### config.mk
export PLATFORM = sky130hd
export DESIGN_NAME = seven_seg_scan
export DESIGN_NICKNAME = d
export VERILOG_FILES = /design/src/rtl/seven_seg_scan.sv
export SDC_FILE = /design/constraint.sdc
export NUM_CORES = 1
export LEC_CHECK = 0
export ABC_AREA = 0
export CAP_MARGIN = 20
export CORE_MARGIN = 3
export CORE_UTILIZATION = 58
export DETAILED_ROUTE_END_ITERATION = 8
export PLACE_DENSITY = 0.84
export SLEW_MARGIN = 40
export SYNTH_ARGS = -nofsm -noshare
export SYNTH_HDL_FRONTEND = slang
export SYNTH_SLANG_ARGS = --single-unit
### constraint.sdc
create_clock -name clk -period 4.17 [get_ports clk]
set_input_delay 0.834 -clock clk [delete_from_list [all_inputs] [get_ports clk]]
set_output_delay 0.834 -clock clk [all_outputs]
set_load 0.005 [all_outputs]
### src/rtl/seven_seg_scan.sv
// seven_seg_scan
// Time-multiplexed six-digit seven-segment driver for a common-anode display.
// Consumes the BCD digits h1 h2 : m1 m2 : s1 s2 from the time-keeping
// counters, snapshots them once per frame so a scan never tears, and scans
// the six digits one at a time, each held for SCAN_DIV clock cycles.
//
// All display outputs are registered and follow the scan state by one
// cycle, so anode, segment and decimal-point changes never skew.
//
// Optional build macro:
//   SEVEN_SEG_LZ_BLANK_EN - blank the hours-tens digit (idx 5) when the
//                           snapshotted h1 is zero (leading-zero blanking).

module seven_seg_scan #(
    parameter int SCAN_DIV = 100000
) (
    input  logic       clk,
    input  logic       reset,
    input  logic       en,
    input  logic [3:0] s1,
    input  logic [3:0] s2,
    input  logic [3:0] m1,
    input  logic [3:0] m2,
    input  logic [3:0] h1,
    input  logic [3:0] h2,
    output logic [6:0] seg,
    output logic       dp,
    output logic [5:0] an,
    output logic       frame_done
);

    // ------------------------------------------------------------------
    // Local types and constants
    // ------------------------------------------------------------------
    localparam int               DIV_W    = $clog2(SCAN_DIV);
    localparam logic [DIV_W-1:0] DIV_LAST = DIV_W'(SCAN_DIV - 1);
    localparam logic [DIV_W-1:0] DIV_ONE  = DIV_W'(1);
    localparam logic [2:0]       IDX_LAST = 3'd5;

    // Blank display levels (everything active-low, so all ones is dark).
    localparam logic [5:0] AN_OFF  = 6'h3F;
    localparam logic [6:0] SEG_OFF = 7'h7F;
    localparam logic [6:0] SEG_DASH = 7'h3F;

    // One frame worth of digits, ordered as the time reads left to right.
    typedef struct packed {
        logic [3:0] h1;
        logic [3:0] h2;
        logic [3:0] m1;
        logic [3:0] m2;
        logic [3:0] s1;
        logic [3:0] s2;
    } digits_t;

    // ------------------------------------------------------------------
    // Decode helpers
    // ------------------------------------------------------------------

    // BCD nibble to active-low {g,f,e,d,c,b,a}; non-decimal codes show a dash
    // so a corrupted counter is visible rather than silently wrong.
    function automatic logic [6:0] bcd_to_seg(input logic [3:0] nib);
        logic [6:0] pat;
        case (nib)
            4'd0:    pat = 7'h40;
            4'd1:    pat = 7'h79;
            4'd2:    pat = 7'h24;
            4'd3:    pat = 7'h30;
            4'd4:    pat = 7'h19;
            4'd5:    pat = 7'h12;
            4'd6:    pat = 7'h02;
            4'd7:    pat = 7'h78;
            4'd8:    pat = 7'h00;
            4'd9:    pat = 7'h10;
            default: pat = SEG_DASH;
        endcase
        return pat;
    endfunction

    // Digit index to active-low anode select; out-of-range indices stay dark.
    function automatic logic [5:0] idx_to_an(input logic [2:0] i);
        logic [5:0] sel;
        case (i)
            3'd0:    sel = 6'h3E;
            3'd1:    sel = 6'h3D;
            3'd2:    sel = 6'h3B;
            3'd3:    sel = 6'h37;
            3'd4:    sel = 6'h2F;
            3'd5:    sel = 6'h1F;
            default: sel = AN_OFF;
        endcase
        return sel;
    endfunction

    // ------------------------------------------------------------------
    // Scan state
    // ------------------------------------------------------------------
    logic [DIV_W-1:0] div;
    logic [2:0]       idx;
    digits_t          shadow;
    logic             snap_q;     // a snapshot was taken on the last edge

    logic             tick;
    logic             boundary;

    // The divider only advances while enabled, so a tick cannot occur with
    // en low and the whole scan freezes in place.
    assign tick     = en && (div == DIV_LAST);
    assign boundary = tick && (idx == IDX_LAST);

    // Divider: counts 0..SCAN_DIV-1 while enabled, holds otherwise.
    // NOTE: clocked state uses non-blocking assignments so every register
    // samples pre-edge values and simulation matches the synthesized flops.
    always_ff @(posedge clk or negedge reset) begin
        if (!reset) begin
            div <= '0;
        end else if (en) begin
            if (tick) begin
                div <= '0;
            end else begin
                div <= div + DIV_ONE;
            end
        end
    end

    // Digit index: advances on every tick, wrapping 5 -> 0.
    always_ff @(posedge clk or negedge reset) begin
        if (!reset) begin
            idx <= '0;
        end else if (tick) begin
            if (idx == IDX_LAST) begin
                idx <= '0;
            end else begin
                idx <= idx + 3'd1;
            end
        end
    end

    // Shadow register: captures the live digits only at a frame boundary.
    // NOTE: the shadow is reset (unlike a RAM) because the first frame after
    // reset must show a defined all-zeros time, not whatever powered up.
    always_ff @(posedge clk or negedge reset) begin
        if (!reset) begin
            shadow <= '0;
            snap_q <= 1'b0;
        end else begin
            snap_q <= boundary;
            if (boundary) begin
                shadow <= '{h1: h1, h2: h2, m1: m1, m2: m2, s1: s1, s2: s2};
            end
        end
    end

    // ------------------------------------------------------------------
    // Output decode (next values for the output registers)
    // ------------------------------------------------------------------
    logic [3:0] cur_digit;
    logic [5:0] an_nxt;
    logic [6:0] seg_nxt;
    logic       dp_nxt;
    logic       frame_done_nxt;

    // Pick the shadowed digit for the current index; idx 0 is the rightmost
    // digit (seconds ones) and idx 5 the leftmost (hours tens).
    // NOTE: every signal written here gets a default first, so no path
    // through the block can leave a value unassigned and infer a latch.
    always_comb begin
        cur_digit = shadow.s2;
        case (idx)
            3'd0:    cur_digit = shadow.s2;
            3'd1:    cur_digit = shadow.s1;
            3'd2:    cur_digit = shadow.m2;
            3'd3:    cur_digit = shadow.m1;
            3'd4:    cur_digit = shadow.h2;
            3'd5:    cur_digit = shadow.h1;
            default: cur_digit = shadow.s2;
        endcase
    end

    // Build the next display word; blank everything when scanning is off.
    always_comb begin
        an_nxt         = AN_OFF;
        seg_nxt        = SEG_OFF;
        dp_nxt         = 1'b1;
        frame_done_nxt = 1'b0;
        if (en) begin
            an_nxt         = idx_to_an(idx);
            seg_nxt        = bcd_to_seg(cur_digit);
            // Points after the hours and minutes pairs read as hh.mm.ss.
            dp_nxt         = !((idx == 3'd2) || (idx == 3'd4));
            // Pulse lines up with the first digit drawn from the new snapshot.
            frame_done_nxt = snap_q;
`ifdef SEVEN_SEG_LZ_BLANK_EN
            // Leading-zero hour: keep the anode on, light no segments.
            if ((idx == IDX_LAST) && (shadow.h1 == 4'd0)) begin
                seg_nxt = SEG_OFF;
            end
`endif
        end
    end

    // Output registers: glitch-free pins, all updated on the same edge.
    always_ff @(posedge clk or negedge reset) begin
        if (!reset) begin
            an         <= AN_OFF;
            seg        <= SEG_OFF;
            dp         <= 1'b1;
            frame_done <= 1'b0;
        end else begin
            an         <= an_nxt;
            seg        <= seg_nxt;
            dp         <= dp_nxt;
            frame_done <= frame_done_nxt;
        end
    end

endmodule

==> results.tsv, run 1 <==
stage	metric	value	unit
status	outcome	complete, no violations	
drt	dr.pass1.iters	4	
power	ir_worst_vdd	0.000240	V
place	port_buffers	41	
worst_setup_path	cp_max_fo	16	
yosys	top_cells_by_area	dfrtp_1 (39%), dfstp_2 (12%), mux2_1 (7.3%), ha_1 (3.8%), mux2_2 (3.4%)	
yosys	yosys.cell_types.count	50	
yosys	syn_inst	251	
clock_network	holdBufCountCts	0	
yosys	synthFlopType	dfrtp_1	
place	place_hpwl	3720	um
drt	drtAntennaViolNets	0	
clock_network	cts_setup_buffers	0	
yosys	top_cell	dfrtp_1	
clock_network	path_clk_slew	70	ps
global_route	antenna_found_initial	0	
yosys	largest_area_cell	dfrtp_1	
clock_network	cts_tree	done	
global_route	gr-total-overflow	0	
cells_and_area	fill_cells	356	
cells_and_area	drive_gt1_share	17.7	%
worst_setup_path	crit_path_start	idx[2]$_DFFE_PN0N_	
worst_setup_path	end_kind	register	
global_route	gr-usage-met1	26.7	%
final_timing	rsz0062_at_grt	no	
yosys	top_cells_by_count	dfrtp_1 (46), mux2_1 (19), nor2_1 (15)	
yosys	synthesis.area	2950	um2
die	row_count	25	
final_timing	hold_violations	0	
yosys	yosys.stat.seqShare	51.6	%
drt	drt-vias-per-instance	5.57	
yosys	synth_chip_area	2950	um2
clock_network	clock_latency	330	ps
worst_setup_path	worstSetupPathType	reg -> reg	
yosys	top_area_share	39.1	%
global_route	gr-max-usage-layer	met2	
clock_network	root_buffer	clkbuf_8	
worst_hold_path	hold_path.class	reg -> reg	
power	p_leak	1.61	nW
run 1: cells by family (layout without fill, tap and decap cells):
kind of cell / Yosys count / in the layout / synth area share [%]
flops: 60 / 60 / 51.6
xor+xnor: 16 / 16 / 4.76
buf+inv: 22 / 70 / 4.12
compound gates: 32 / 32 / 7.26
fa+ha+maj: 9 / 9 / 3.82
mux: 29 / 29 / 11.0
simple gates: 83 / 83 / 17.4
run 1: worst max-delay path, stage by stage, from the launching register on:
cell and delay, ps:
dfrtp_1 650, inv_1 180, ha_1 530, a21bo_2 260, a221oi_1 310, o22a_1 260, inv_1 150, ha_1 230
nor4bb_1 260, a31oi_1 70
run 1: metrics by stage:
step / utilization, % / std cells / cell area [um2] / hold slack [ps] / setup WS (ps)
finish: 74.6 / 366 / 3590 / 460 / 1180
global placement: 70.2 / 350 / 3380 / 445 / 923
CTS: 74.5 / 366 / 3590 / 459 / 1190
detailed placement: 70.3 / 350 / 3390 / 446 / 876
global route: 74.6 / 366 / 3590 / 474 / 961
floorplan: - / 251 / 2950 / 434 / 1570
run 1: metal layers:
layer / up-vias / wire (um)
met1: 994 / 2530
met2: 54 / 2730
met3: 5 / 272
li1: 985 / -
met5: - / 0
met4: 0 / 51
run 1: final cells by class:
type | instances | area share, %
Clock buffer | 11 | 4.21
Clock inverter | 5 | 1.39
Inverter | 8 | 0.836
Multi-Input combinational cell | 169 | 36.6
Sequential cell | 60 | 42.3
Tap cell | 67 | 2.33
Timing Repair Buffer | 46 | 12.4
run 1: power by group:
group	total, mW	switching, mW	internal [mW]
registers	0.664	0.0430	0.621
logic	0.126	0.0590	0.0669
clock network	0.521	0.217	0.304
run 1: cell usage in the layout, fill, tap and decap left out, types with 4 or more instances in the layout:
cell type | Yosys | final
dfrtp_1 | 46 | 46
clkdlybuf4s50_1 | 0 | 40
mux2_1 | 19 | 19
nor2_1 | 15 | 15
dfstp_2 | 14 | 14
nand2_1 | 12 | 12
clkbuf_8 | 0 | 11
xnor2_1 | 10 | 10
mux2_2 | 9 | 9
o21ai_0 | 9 | 9
ha_1 | 9 | 9
inv_1 | 8 | 8
nand4_1 | 7 | 7
nor3b_1 | 6 | 6
xor2_1 | 6 | 6
buf_4 | 3 | 6
nand3_1 | 5 | 5
nor2b_1 | 5 | 4
a211oi_1 | 4 | 4
nor3_1 | 4 | 4
a21oi_1 | 4 | 4
nand2b_1 | 4 | 4
clkinv_2 | 0 | 4
run 1: flip-flops by register name (all words and copies together) (netlist names):
name / flops
shadow: 24
seg: 7
frame_done: 1
div: 17
dp: 1
snap_q: 1
an: 6
idx: 3
run 1: worst paths after layout:
path | end | slack [ps] | cells past startpoint
max | seg[5]$_DFF_PN1_ | 1180 | 9
min | frame_done$_DFF_PN0_ | 460 | 1
max reg2reg | seg[5]$_DFF_PN1_ | 1180 | 9
min reg2reg | frame_done$_DFF_PN0_ | 460 | 1
max in group asynchronous | an[0]$_DFF_PN1_ | 3010 | 2
min in group asynchronous | shadow[1]$_DFFE_PN0P_ | 510 | 1
==> run_1/flops_by_reg.png <==
Bar = 20 um. Other sequential cells in the stronger gray, the rest of the logic in the fainter gray.
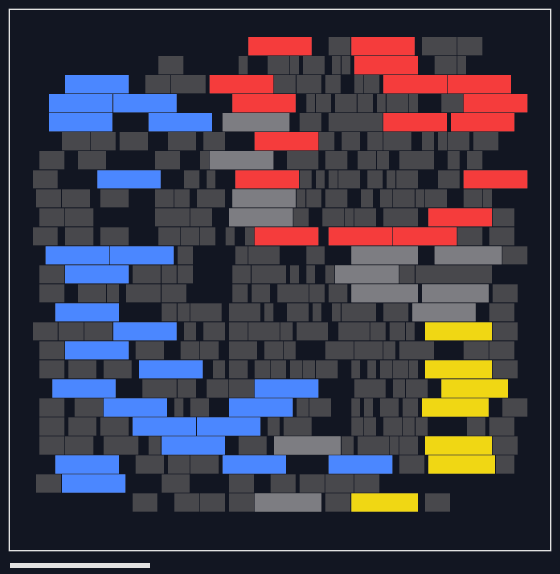
legend:
  `shadow`:
    color: blue
    placed_flops: 24
  `div`:
    color: red
    placed_flops: 17
  `seg`:
    color: yellow
    placed_flops: 7
    where: bottom right
flop share of the area: 42.3%
Register Area: 1520 um2
P_seq: 0.664 mW

==> run_1/clocks.png <==
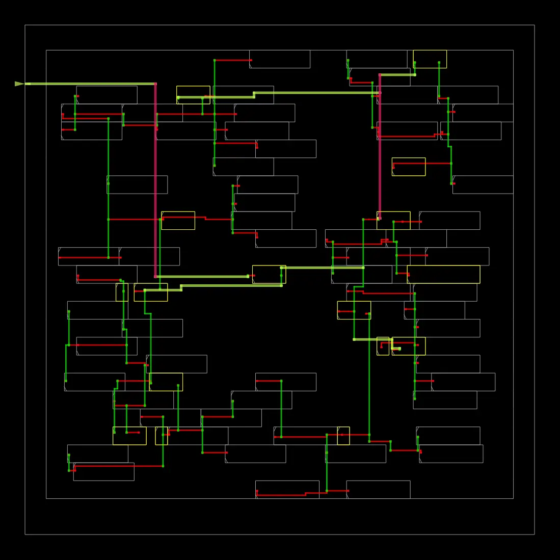
# clk buffers: 11
Setup Skew: 9.76 ps
P_clk: 0.521 mW

==> run_1/wires.png <==
Only two layers are drawn.
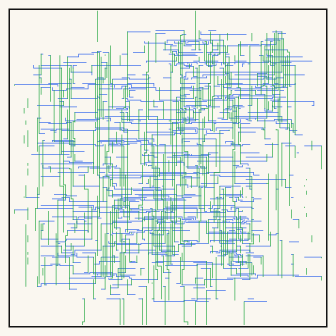
legend:
  metal 2:
    color: green
    wire_length: 2730 um
  metal 1:
    color: blue
    wire_length: 2530 um
Routed WL: 5580 um
WL/cell: 15.2 um
total track usage: 21.0%

==> run 2: changes to the inputs <==
Settings changed: CORE_UTILIZATION 58 to 49, PLACE_DENSITY 0.84 to 0.76.
Clock period 4.17 ns to 2.6 ns, I/O delays scaled along.
==> run_2/detail.png <==
Window x 1 to 41, y 43 to 83 um. Cells in gray, sequential cells in the stronger gray; small squares are vias.
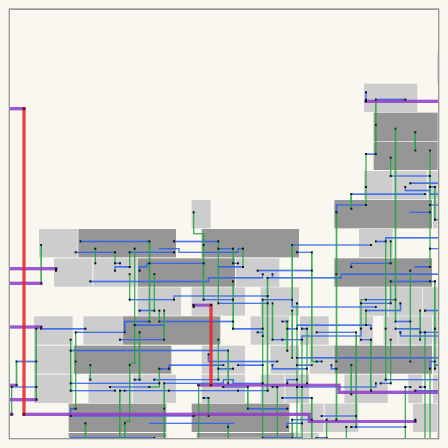
legend:
  metal 3:
    color: purple
  metal 4:
    color: red
  metal 2:
    color: green
  metal 1:
    color: blue
most frequent: dfrtp_1 (11), mux2_1 (6), clkdlybuf4s50_1 (6)
cells with their middle in the window: 48
netlist names of flops here include: `shadow` (7), `div` (2), `idx` (2)
sequential cells in the window: 12

==> run 2 against run 1 <==
Effect of this change: via count grew 1.7%; first-iteration DRC count shrank 9.5%; highest routed layer unchanged; area after synthesis is the same; critical endpoint is now shadow[9]$_DFFE_PN0P_; non-clock buffer count grew 10; count of clock-buffer cells in the layout grew 1; global-route usage shrank 4.0 points; total power grew 55%; flip-flop count is the same.
==> results.tsv, run 2 <==
stage	metric	value	unit
worst_setup_path	r2r_cells	9	
drt	drt-total-wl	5530	um
global_route	antenna_found_initial	0	
yosys	yosys.cell_types.count	50	
yosys	top_area_share	39.1	%
yosys	top_cell	dfrtp_1	
place	placed_cells	365	
worst_setup_path	crit_path_start	en	
clock_network	root_buffer	clkbuf_8	
cells_and_area	layout_top_cell	dfrtp_1	
cells_and_area	regMostFlops	shadow	
cells_and_area	final_cells	381	
yosys	syn_inst	251	
cells_and_area	reg.largest.list	shadow (24), div (17), seg (7)	
die	row_count	27	
power	ir_worst_vdd	0.000277	V
yosys	top_cells_by_area	dfrtp_1 (39%), dfstp_2 (12%), mux2_1 (7.3%), ha_1 (3.8%), mux2_2 (3.4%)	
place	port_buffers	41	
worst_hold_path	hold_path.class	in -> async	
clock_network	path_clk_slew	70	ps
status	outcome	complete, no violations	
drt	wl_per_cell	14.5	um
final_timing	hold_violations	0	
yosys	top_cells_by_count	dfrtp_1 (46), mux2_1 (19), nor2_1 (15)	
worst_setup_path	end_kind	register	
global_route	gr-total-overflow	0	
clock_network	cts_setup_buffers	0	
power	p_leak	1.66	nW
cells_and_area	layout_top_cells	dfrtp_1 (46), clkdlybuf4s50_1 (40), mux2_1 (19)	
cells_and_area	largest_reg_flops	24	
global_route	grt.total_usage	17.1	%
drt	drtAntennaViolNets	0	
cells_and_area	fill_cells	447	
==> run 2: cell types whose count changed in the layout (fill, tap and decap cells not counted) <==
cell / previous run / this run
a21oi_2: 0 / 1
clkbuf_8: 11 / 12
clkinvlp_4: 0 / 1
a221oi_1: 2 / 1
buf_4: 6 / 13
buf_2: 0 / 1
a21oi_1: 4 / 3
bufinv_16: 1 / 0
a31oi_1: 2 / 3
a31oi_2: 1 / 0
a221oi_2: 0 / 1
buf_12: 0 / 2
clkinv_2: 4 / 3
==> run 2: cells by family (layout without fill, tap and decap cells) <==
family | Yosys count | count (layout) | share of synthesized area, %
flip-flops | 60 | 60 | 51.6
adder cells (fa/ha/maj) | 9 | 9 | 3.82
XOR/XNOR | 16 | 16 | 4.76
AND-OR/OR-AND | 32 | 32 | 7.26
multiplexers | 29 | 29 | 11.0
AND/OR/NAND/NOR | 83 | 83 | 17.4
buffers and inverters | 22 | 80 | 4.12
==> run 2: cell type report <==
| cell class | instances | area, um2 | share of cell area [%] |
|---|---|---|---|
| clock buffers | 12 | 165 | 4.48 |
| clock inverters | 4 | 22.5 | 0.611 |
| inverters | 8 | 30.0 | 0.814 |
| multi-input cells | 169 | 1320 | 35.7 |
| flip-flops and latches | 60 | 1520 | 41.2 |
| well taps | 72 | 90.1 | 2.44 |
| repair buffers | 56 | 543 | 14.7 |
==> run 2: worst min path at each step <==
stage	to	startpoint
after global routing	shadow[1]$_DFFE_PN0P_	reset
after detailed placement	frame_done$_DFF_PN0_	snap_q$_DFF_PN0_
final	shadow[0]$_DFFE_PN0P_	reset
after floorplan	div[0]$_DFFE_PN0P_	reset
after CTS	shadow[0]$_DFFE_PN0P_	reset
after global placement	frame_done$_DFF_PN0_	snap_q$_DFF_PN0_
==> run 2: through the flow <==
stage | util, % | total power [mW] | hold WS [ps] | setup WS, ps | cell area (um2)
2_1_floorplan | - | 1.17 | 224 | 137 | 2950
3_3_place_gp | 61.5 | 1.27 | 443 | -56.9 | 3490
3_5_place_dp | 61.5 | 1.29 | 440 | -98.7 | 3490
4_1_cts | 64.8 | 2.06 | 225 | 174 | 3680
5_1_grt | 65.0 | 2.13 | 247 | 62.8 | 3690
6_report | 65.0 | 2.03 | 218 | 224 | 3690
==> run 2: worst max-delay path, stage by stage <==
cell             delay, ps
clkdlybuf4s50_1        500
nand3_1                 90
or4_4                  500
nor4_4                 170
nor2b_2                230
buf_12                 190
mux2_2                 350
==> run 2: routing by layer <==
layer  track usage (%)  part of all wire, %  vias to the layer above
met2              26.7                   47                       46
met3              4.24                  3.9                        6
li1                  -                    -                     1006
met1              22.8                   48                     1015
met5                 0                    0                        -
met4              7.02                  1.0                        0
==> run 2: timing repair <==
item,4_1_cts,5_1_grt
endpoints found under the hold margin,0,0
hold buffers,0,0
gates resized,0,2
setup endpoints to repair,0,2
==> run 2: report_power, final <==
group          internal [mW]  switching, mW  total (mW)
Combinational          0.109         0.0934       0.202
Clock                  0.419          0.344       0.763
Sequential             0.996         0.0733        1.07
Total                   1.52          0.511        2.03
==> run 3: changes to the inputs <==
Settings changed: SKIP_LAST_GASP from default to 1.
==> run_3/detail.png <==
Window x 1 to 41, y 43 to 83 um. Cells in gray, sequential cells in the stronger gray; small squares are vias.
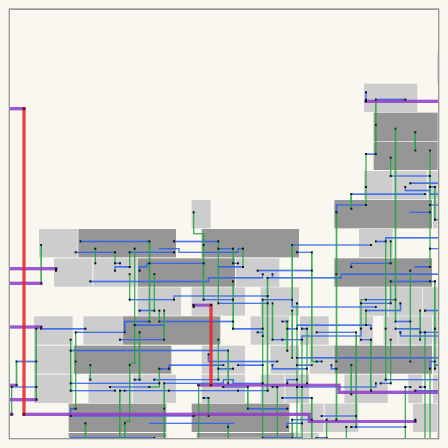
legend:
  metal 4:
    color: red
  metal 1:
    color: blue
  metal 2:
    color: green
  metal 3:
    color: purple
cells with their middle in the window: 48
sequential cells in the window: 12
netlist names of flops here include: `shadow` (7), `div` (2), `idx` (2)
most frequent: dfrtp_1 (11), mux2_1 (6), clkdlybuf4s50_1 (6)

==> run 3 against run 2 <==
Effect of this change: combinational power is essentially flat; clock power is essentially flat; total power is the same; area after synthesis is the same; cell area is the same.
==> results.tsv, run 3 <==
stage	metric	value	unit
final_timing	rsz0062_at_grt	no	
clock_network	cts_setup_buffers	0	
yosys	yosys.stat.seqShare	51.6	%
cells_and_area	largest_reg_flops	24	
drt	drtAntennaViolNets	0	
final_timing	fin_ws	224	ps
yosys	syn_inst	251	
cells_and_area	layout_top_cell	dfrtp_1	
place	placed_cell_area	3490	um2
yosys	top_cells_by_area	dfrtp_1 (39%), dfstp_2 (12%), mux2_1 (7.3%), ha_1 (3.8%), mux2_2 (3.4%)	
cells_and_area	fill_cells	447	
power	power_switching	0.511	mW
global_route	gr-total-overflow	0	
yosys	ys_sh_simple	17.4	%
yosys	ys_sh_adder	3.82	%
drt	drt-vias-per-instance	5.44	
status	outcome	complete, no violations	
worst_setup_path	end_kind	register	
worst_setup_path	r2r_slack	260	ps
drt	drt-total-wl	5530	um
power	swShare	25.1	%
clock_network	holdBufCountCts	0	
cells_and_area	reg.largest.list	shadow (24), div (17), seg (7)	
place	port_buffers	41	
yosys	synthFlopType	dfrtp_1	
yosys	ys_sh_mux	11.0	%
global_route	gr-max-usage-layer	met2	
power	ir_worst_vdd	0.000277	V
cells_and_area	final_area	3690	um2
cells_and_area	layout_top_cells	dfrtp_1 (46), clkdlybuf4s50_1 (40), mux2_1 (19)	
yosys	xor_share	4.76	%
clock_network	clock_latency	330	ps
drt	dr.pass1.iters	4	
[run 3: final cells by class]
type | instances | area share [%]
Tap cell | 72 | 2.44
Multi-Input combinational cell | 169 | 35.7
Inverter | 8 | 0.814
Sequential cell | 60 | 41.2
Clock inverter | 4 | 0.611
Clock buffer | 12 | 4.48
Timing Repair Buffer | 56 | 14.7
[run 3: worst min-delay path by stage]
stage                           from                    end  cells after the start
detailed placement  snap_q$_DFF_PN0_   frame_done$_DFF_PN0_                      1
global route                   reset  shadow[1]$_DFFE_PN0P_                      1
finish                         reset  shadow[0]$_DFFE_PN0P_                      1
global placement    snap_q$_DFF_PN0_   frame_done$_DFF_PN0_                      1
floorplan                      reset     div[0]$_DFFE_PN0P_                      0
CTS                            reset  shadow[0]$_DFFE_PN0P_                      1
[run 3: stage by stage]
step / utilization, % / hold slack, ps / setup TNS (ps) / instances / power (mW)
after global placement: 61.5 / 443 / -1120 / 365 / 1.27
after CTS: 64.8 / 225 / 0 / 381 / 2.06
after global routing: 65.0 / 247 / 0 / 381 / 2.13
after floorplan: - / 224 / 0 / 251 / 1.17
after detailed placement: 61.5 / 440 / -2020 / 365 / 1.29
final: 65.0 / 218 / 0 / 381 / 2.03
[run 3: kinds of logic (layout without fill, tap and decap cells)]
family                   after synthesis  in the layout
AND/OR/NAND/NOR                       83             83
flip-flops                            60             60
AND-OR/OR-AND                         32             32
multiplexers                          29             29
buffers and inverters                 22             80
XOR/XNOR                              16             16
adder cells (fa/ha/maj)                9              9
[run 3: critical path: stages]
cell,delay (ps)
clkdlybuf4s50_1,500
nand3_1,90
or4_4,500
nor4_4,170
nor2b_2,230
buf_12,190
mux2_2,350
[run 3: power groups by stage]
stage          Combinational (mW)  Sequential [mW]  Clock [mW]
6_report                    0.202             1.07       0.763
5_1_grt                     0.227             1.08       0.829
3_5_place_dp                0.204             1.08           0
2_1_floorplan               0.106             1.06           0
3_3_place_gp                0.193             1.08           0
4_1_cts                     0.206             1.07       0.786
[run 3: routing by layer]
layer  vias up  part of all wire (%)  wire length, um
li1       1006                     -                -
met1      1015                    48             2630
met2        46                    47             2630
met3         6                   3.9              213
met4         0                   1.0               57
met5         -                     0                0
Power is estimated from default activity; no workload was simulated.
